$ cat config.mk
export PLATFORM = sky130hd
export DESIGN_NAME = itcm_loader
export DESIGN_NICKNAME = d
export VERILOG_FILES = /design/src/rtl/itcm_loader_pkg.sv /design/src/rtl/itcm_loader.sv
export SDC_FILE = /design/constraint.sdc
export NUM_CORES = 1
export LEC_CHECK = 0
export ABC_AREA = 1
export CORE_MARGIN = 5
export CORE_UTILIZATION = 52
export DETAILED_ROUTE_END_ITERATION = 10
export PLACE_DENSITY = 0.72
export SLEW_MARGIN = 0
export SYNTH_ARGS = -nofsm -noshare
export SYNTH_HDL_FRONTEND = slang
export SYNTH_SLANG_ARGS = --single-unit
$ cat constraint.sdc
create_clock -name clk -period 2.73 [get_ports clk]
set_input_delay 0.273 -clock clk [delete_from_list [all_inputs] [get_ports clk]]
set_output_delay 0.273 -clock clk [all_outputs]
set_load 0.01 [all_outputs]
$ cat src/rtl/itcm_loader_pkg.sv
// itcm_loader_pkg
//   Shared definitions for the boot-time ITCM program loader: the frame
//   parser state encoding, the default frame start marker and the number
//   of bytes packed into one ITCM word.
package itcm_loader_pkg;

    // Frame parser states, in the order a well-formed frame visits them.
    typedef enum logic [2:0] {
        IDLE  = 3'd0,
        LEN0  = 3'd1,
        LEN1  = 3'd2,
        DATA  = 3'd3,
        WRITE = 3'd4,
        CSUM  = 3'd5,
        DONE  = 3'd6,
        ERR   = 3'd7
    } state_e;

    localparam logic [7:0] DEFAULT_SYNC_BYTE = 8'hA5;
    localparam int         BYTES_PER_WORD    = 4;

    // The byte stream is stalled only while a word is written or while
    // the result flags of a finished frame are being updated.
    function automatic logic state_accepts_bytes(input state_e s);
        return !(s inside {WRITE, DONE, ERR});
    endfunction

    // A frame is "in progress" from the first length byte up to the checksum.
    function automatic logic state_is_busy(input state_e s);
        return s inside {LEN0, LEN1, DATA, WRITE, CSUM};
    endfunction

endpackage

$ cat src/rtl/itcm_loader.sv
// itcm_loader
//   Boot-time program loader in front of the ITCM write port. Parses a
//   framed byte stream (SYNC, LEN_LO, LEN_HI, 4*LEN data bytes, CSUM),
//   packs data bytes little-endian into 32-bit words, writes them to
//   consecutive word addresses starting at 0 and keeps the core in reset
//   until a frame with a matching XOR checksum has been fully written.
//
// Ports
//   clk           single clock
//   rst_n         asynchronous active-low reset
//   rx_data       received byte
//   rx_valid      rx_data is valid
//   rx_ready      loader accepts a byte this cycle
//   itcm_addr     ITCM word address (registered)
//   itcm_wr_data  ITCM write data (registered)
//   itcm_wr_en    one-cycle ITCM write strobe
//   load_busy     frame in progress (LEN0 .. CSUM)
//   load_done     last frame loaded OK (sticky until next sync)
//   load_err      last frame failed (sticky until next sync)
//   cpu_hold      core reset request, active high
module itcm_loader
    import itcm_loader_pkg::*;
#(
    parameter int         ADDR_WIDTH = 14,
    parameter int         DATA_WIDTH = 32,
    parameter logic [7:0] SYNC_BYTE  = DEFAULT_SYNC_BYTE
) (
    input  logic                  clk,
    input  logic                  rst_n,
    input  logic [7:0]            rx_data,
    input  logic                  rx_valid,
    output logic                  rx_ready,
    output logic [ADDR_WIDTH-1:0] itcm_addr,
    output logic [DATA_WIDTH-1:0] itcm_wr_data,
    output logic                  itcm_wr_en,
    output logic                  load_busy,
    output logic                  load_done,
    output logic                  load_err,
    output logic                  cpu_hold
);

    // Largest legal word count; LEN equal to this fills the whole ITCM.
    localparam logic [31:0] MAX_WORDS = 32'd1 << ADDR_WIDTH;
    localparam logic [1:0]  LANE_LAST = 2'(BYTES_PER_WORD - 1);

    state_e                  state_q, state_d;
    logic [7:0]              len_lo_q, len_lo_d;
    logic [ADDR_WIDTH:0]     len_q, len_d;
    // One bit wider than the address so that a full-ITCM frame can count
    // up to 2^ADDR_WIDTH without the index wrapping back to 0.
    logic [ADDR_WIDTH:0]     word_idx_q, word_idx_d;
    logic [1:0]              lane_q, lane_d;
    logic [DATA_WIDTH-1:0]   word_q, word_d;
    logic [7:0]              csum_q, csum_d;

    logic                    rx_ready_q, rx_ready_d;
    logic [ADDR_WIDTH-1:0]   itcm_addr_q, itcm_addr_d;
    logic [DATA_WIDTH-1:0]   itcm_wr_data_q, itcm_wr_data_d;
    logic                    itcm_wr_en_q, itcm_wr_en_d;
    logic                    load_busy_q, load_busy_d;
    logic                    load_done_q, load_done_d;
    logic                    load_err_q, load_err_d;
    logic                    cpu_hold_q, cpu_hold_d;

    logic                    byte_fire;
    logic [31:0]             len_full;
    logic [DATA_WIDTH-1:0]   word_next;

    assign byte_fire = rx_valid && rx_ready_q;

    // Next-state and datapath logic. All outputs are computed here from the
    // next state so that they come straight out of flops.
    always_comb begin
        state_d        = state_q;
        len_lo_d       = len_lo_q;
        len_d          = len_q;
        word_idx_d     = word_idx_q;
        lane_d         = lane_q;
        word_d         = word_q;
        csum_d         = csum_q;
        itcm_addr_d    = itcm_addr_q;
        itcm_wr_data_d = itcm_wr_data_q;
        load_done_d    = load_done_q;
        load_err_d     = load_err_q;
        cpu_hold_d     = cpu_hold_q;
        len_full       = {16'h0000, rx_data, len_lo_q};
        word_next      = word_q;

        unique case (state_q)
            IDLE: begin
                // Anything other than the sync marker is line noise.
                if (byte_fire && rx_data == SYNC_BYTE) begin
                    load_done_d = 1'b0;
                    load_err_d  = 1'b0;
                    cpu_hold_d  = 1'b1;
                    word_idx_d  = '0;
                    csum_d      = '0;
                    lane_d      = '0;
                    state_d     = LEN0;
                end
            end

            LEN0: begin
                if (byte_fire) begin
                    len_lo_d = rx_data;
                    state_d  = LEN1;
                end
            end

            LEN1: begin
                if (byte_fire) begin
                    if (len_full > MAX_WORDS) begin
                        state_d = ERR;
                    end else if (len_full == 32'd0) begin
                        state_d = CSUM;
                    end else begin
                        len_d   = len_full[ADDR_WIDTH:0];
                        lane_d  = '0;
                        state_d = DATA;
                    end
                end
            end

            DATA: begin
                if (byte_fire) begin
                    // Byte k of a word lands in bits [8k+7:8k].
                    word_next[{lane_q, 3'b000} +: 8] = rx_data;
                    word_d = word_next;
                    csum_d = csum_q ^ rx_data;
                    lane_d = lane_q + 2'd1;
                    if (lane_q == LANE_LAST) begin
                        itcm_addr_d    = word_idx_q[ADDR_WIDTH-1:0];
                        itcm_wr_data_d = word_next;
                        state_d        = WRITE;
                    end
                end
            end

            WRITE: begin
                word_idx_d = word_idx_q + 1'b1;
                state_d    = (word_idx_d == len_q) ? CSUM : DATA;
            end

            CSUM: begin
                if (byte_fire) begin
                    state_d = (rx_data == csum_q) ? DONE : ERR;
                end
            end

            DONE: begin
                load_done_d = 1'b1;
                cpu_hold_d  = 1'b0;
                state_d     = IDLE;
            end

            ERR: begin
                load_err_d = 1'b1;
                cpu_hold_d = 1'b1;
                state_d    = IDLE;
            end

            default: begin
                state_d = IDLE;
            end
        endcase

        rx_ready_d   = state_accepts_bytes(state_d);
        load_busy_d  = state_is_busy(state_d);
        itcm_wr_en_d = (state_d == WRITE);
    end

    // Single register bank for the parser state, datapath and outputs.
    always_ff @(posedge clk or negedge rst_n) begin
        if (!rst_n) begin
            state_q        <= IDLE;
            len_lo_q       <= '0;
            len_q          <= '0;
            word_idx_q     <= '0;
            lane_q         <= '0;
            word_q         <= '0;
            csum_q         <= '0;
            rx_ready_q     <= 1'b1;
            itcm_addr_q    <= '0;
            itcm_wr_data_q <= '0;
            itcm_wr_en_q   <= 1'b0;
            load_busy_q    <= 1'b0;
            load_done_q    <= 1'b0;
            load_err_q     <= 1'b0;
            cpu_hold_q     <= 1'b1;
        end else begin
            state_q        <= state_d;
            len_lo_q       <= len_lo_d;
            len_q          <= len_d;
            word_idx_q     <= word_idx_d;
            lane_q         <= lane_d;
            word_q         <= word_d;
            csum_q         <= csum_d;
            rx_ready_q     <= rx_ready_d;
            itcm_addr_q    <= itcm_addr_d;
            itcm_wr_data_q <= itcm_wr_data_d;
            itcm_wr_en_q   <= itcm_wr_en_d;
            load_busy_q    <= load_busy_d;
            load_done_q    <= load_done_d;
            load_err_q     <= load_err_d;
            cpu_hold_q     <= cpu_hold_d;
        end
    end

    assign rx_ready     = rx_ready_q;
    assign itcm_addr    = itcm_addr_q;
    assign itcm_wr_data = itcm_wr_data_q;
    assign itcm_wr_en   = itcm_wr_en_q;
    assign load_busy    = load_busy_q;
    assign load_done    = load_done_q;
    assign load_err     = load_err_q;
    assign cpu_hold     = cpu_hold_q;

endmodule
layer_met3.png
The bar under the picture is 20 µm long.
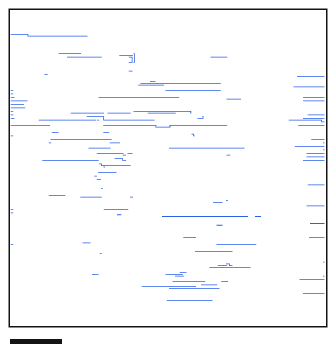
- wire length on this layer: 877 µm
- nets with wire on the layer: 86
- share of all routed wire: 5.4%
- main direction: horizontal
- longest straight run: 33.1 µm
met3 layer usage reported by global route: 0.0488
sum of routed wire length over all layers: 16.1 mm
total number of vias: 5770

detail.png
Window x 41 to 81, y 17 to 57 µm. Cells in grey, sequential cells in the stronger grey; small squares are vias.
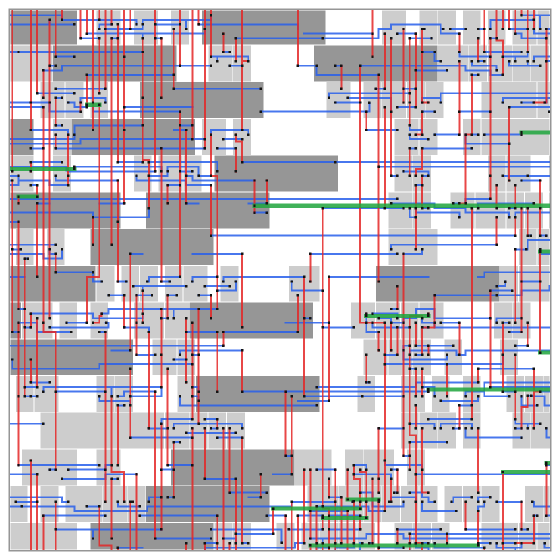
- metal 1: blue
- metal 3: green
- metal 2: red
- netlist names of flops here include: len_q (11), len_lo_q (5), word_idx_q (2)
- most frequent: nand2_1 (55), inv_1 (22), dfrtp_1 (18)
- cells with their middle in the window: 154
- sequential cells in the window: 18

wires.png
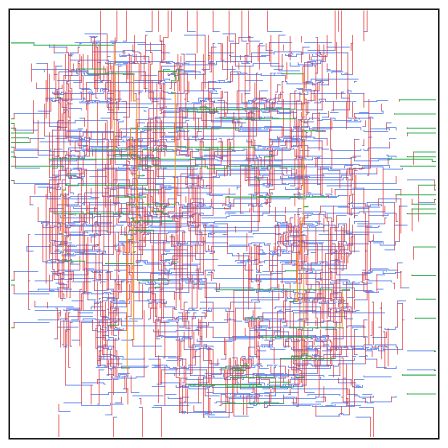
- metal 1: blue (wire length 7410 µm)
- metal 2: red (wire length 7550 µm)
- metal 3: green (wire length 877 µm)
- metal 4: orange (wire length 312 µm)
global-route total usage across every layer: 0.230
WL per Instance: 15.0 µm

placement.png
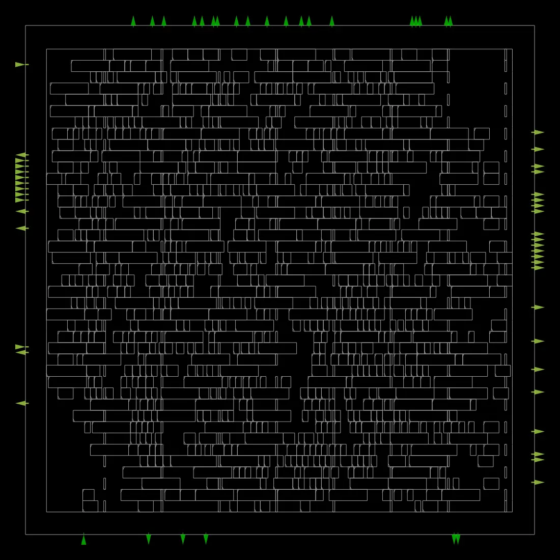
register share of the cell area: 0.421
area of the core: 0.0125 mm²

==> notes.md <==
Item: results of the latest flow run.

- The run finished with clean final reports.
- The number of nets in the synthesized netlist is 849.
- The tool warning count for the run is 31.
- Broken down by cell family, the worst path's largest delay share belongs to flip-flops.
- The critical path's slowest cell is sky130_fd_sc_hd__dfrtp_1.
- The die is roughly 120 µm wide.
- The class of the tightest hold or removal check is primary input to asynchronous set/reset pin.
- The analysis attributes to net switching a power of 3.34 mW.
- After routing the design area is 0.00804 mm².
- The worst VDD IR drop from the latest analysis is 0.592 mV.
- The signal arrival time at the worst endpoint is 2650 ps.
- The depth of the CTS H-tree is 4.
- In this run, the number of DRC markers left after iteration 0 of detailed routing was 423.
- After routing, the total negative slack on setup checks comes to 0 ps.
- The total design power is ~9 mW.
- The most critical setup path has its endpoint at word_q[31].
- The remaining design rule violation count is 0.
- The count of buffer and inverter cells on the critical path is 2.
- The count of buffers inserted at the top-level ports is 62.
- In this run the number of cells on the critical path is 7.
- The sequential cells in the finished layout cover a total of 0.00338 mm².
- The fraction of registers with async set or reset after synthesis is 1.00.
- The leading cell type by number of instances after synthesis is sky130_fd_sc_hd__nand2_1.
- The average size of a mapped cell is 7.94 µm².
- The final timing summary puts the cycle share of the worst path at 0.853.
- The combinational share of power is 0.369.
- The critical path goes through inv_1, ha_1, inv_1, nand3_1, o22ai_1, nand2_1, o21ai_0.
- The clock skew is 5.60 ps.
- The worst setup path is captured at a register.
- The core utilization at floorplan is 0.527.
- The critical path class is register to register.
- For the pin with the worst max-slew slack, the measured transition is roughly 930 ps.
- For reference, the final report shows the hold violation count at 0.
- The largest fanout of any net on the critical path is 17.
- In the post-synthesis netlist, the biggest area contributors are sky130_fd_sc_hd__dfrtp_1 50%, sky130_fd_sc_hd__nand2_1 15%, sky130_fd_sc_hd__o21ai_0 7.4%.
- In this run the worst setup path begins at lane_q[0].
- TritonCTS built the clock tree.
- The count of boundary I/O pins is between 60 and 70.
- The area overhead of the layout relative to synthesis is 21.8%.
- Buffers added to address setup during post-CTS repair amount to 0.
- The final HPWL from detailed placement is 11.6 mm.
- The capturing point of the worst reg2reg path is word_q[31].
- Per the synthesis report, the number of distinct cell types is 33.
- The number of enable flip-flop cells is 0.
state kept, by name, indices dropped and copies added (netlist names):
name,flops
cpu_hold,1
itcm_addr,14
word_idx_q,15
len_lo_q,8
rx_ready,1
len_q,15
word_q,32
state_q,3
csum_q,8
itcm_wr_en,1
itcm_wr_data,32
load_busy,1
lane_q,2
load_done,1
load_err,1
per-stage QoR:
stage               utilization  setup slack, ps  std cells
floorplan                     -              834        831
global placement          0.592              450       1044
detailed placement        0.592              363       1044
CTS                       0.642              466       1076
global route              0.642              186       1076
finish                    0.642              402       1076
cell usage in the layout (no fill, tap or decap), types with 3 or more instances in the layout:
master	count
sky130_fd_sc_hd__nand3b_1	5
sky130_fd_sc_hd__nand3_1	51
sky130_fd_sc_hd__nand2_1	267
sky130_fd_sc_hd__o32ai_1	8
sky130_fd_sc_hd__nor2_4	6
sky130_fd_sc_hd__ha_1	7
sky130_fd_sc_hd__inv_2	3
sky130_fd_sc_hd__nor4_1	3
sky130_fd_sc_hd__o21ai_0	98
sky130_fd_sc_hd__nor3_1	5
sky130_fd_sc_hd__clkdlybuf4s50_1	61
sky130_fd_sc_hd__inv_1	102
sky130_fd_sc_hd__nor2_1	33
sky130_fd_sc_hd__dfrtp_1	133
sky130_fd_sc_hd__buf_4	11
sky130_fd_sc_hd__bufinv_16	3
sky130_fd_sc_hd__nand4_1	14
sky130_fd_sc_hd__nand2_2	7
sky130_fd_sc_hd__clkbuf_16	17
sky130_fd_sc_hd__clkbuf_8	5
sky130_fd_sc_hd__o22ai_1	28
sky130_fd_sc_hd__xor2_1	6
sky130_fd_sc_hd__nor2_2	6
repair_timing:
item / in CTS / in global routing
resized: 0 / 0
hold buffers: 1 / 0
setup endpoints to repair: 0 / 0
endpoints found under the hold margin: 33 / 0
cells by family after synthesis:
family | count (synthesis) | share of synthesized area
simple gates | 401 | 0.264
fa+ha+maj | 7 | 0.0133
xor+xnor | 8 | 0.0106
flops | 135 | 0.512
compound gates | 142 | 0.119
mux | 1 | 0.00171
buf+inv | 137 | 0.0785
layout make-up:
cell class                 count  share of cell area
multi-input combinational    559               0.337
clock buffer                  24              0.0624
sequential                   135               0.421
timing repair buffer          74              0.0900
inverter                     105              0.0490
tap                          172              0.0268
clock inverter                 7              0.0145
layer usage:
metal / part of all wire / GRT usage / routed length (µm)
met1: 0.46 / 0.317 / 7410
met2: 0.47 / 0.357 / 7550
met3: 0.054 / 0.0488 / 876
met4: 0.019 / 0.0889 / 311
met5: 0 / 0 / 0
power by group through the flow:
| stage | clock network, mW | registers (mW) | logic, mW |
|---|---|---|---|
| after floorplan | 0 | 3.08 | 2.22 |
| after global placement | 0 | 3.13 | 3.09 |
| after detailed placement | 0 | 3.17 | 3.19 |
| after CTS | 2.40 | 3.14 | 3.22 |
| after global routing | 2.49 | 3.24 | 3.66 |
| final | 2.37 | 3.15 | 3.23 |
Power is estimated from default activity; no workload was simulated.
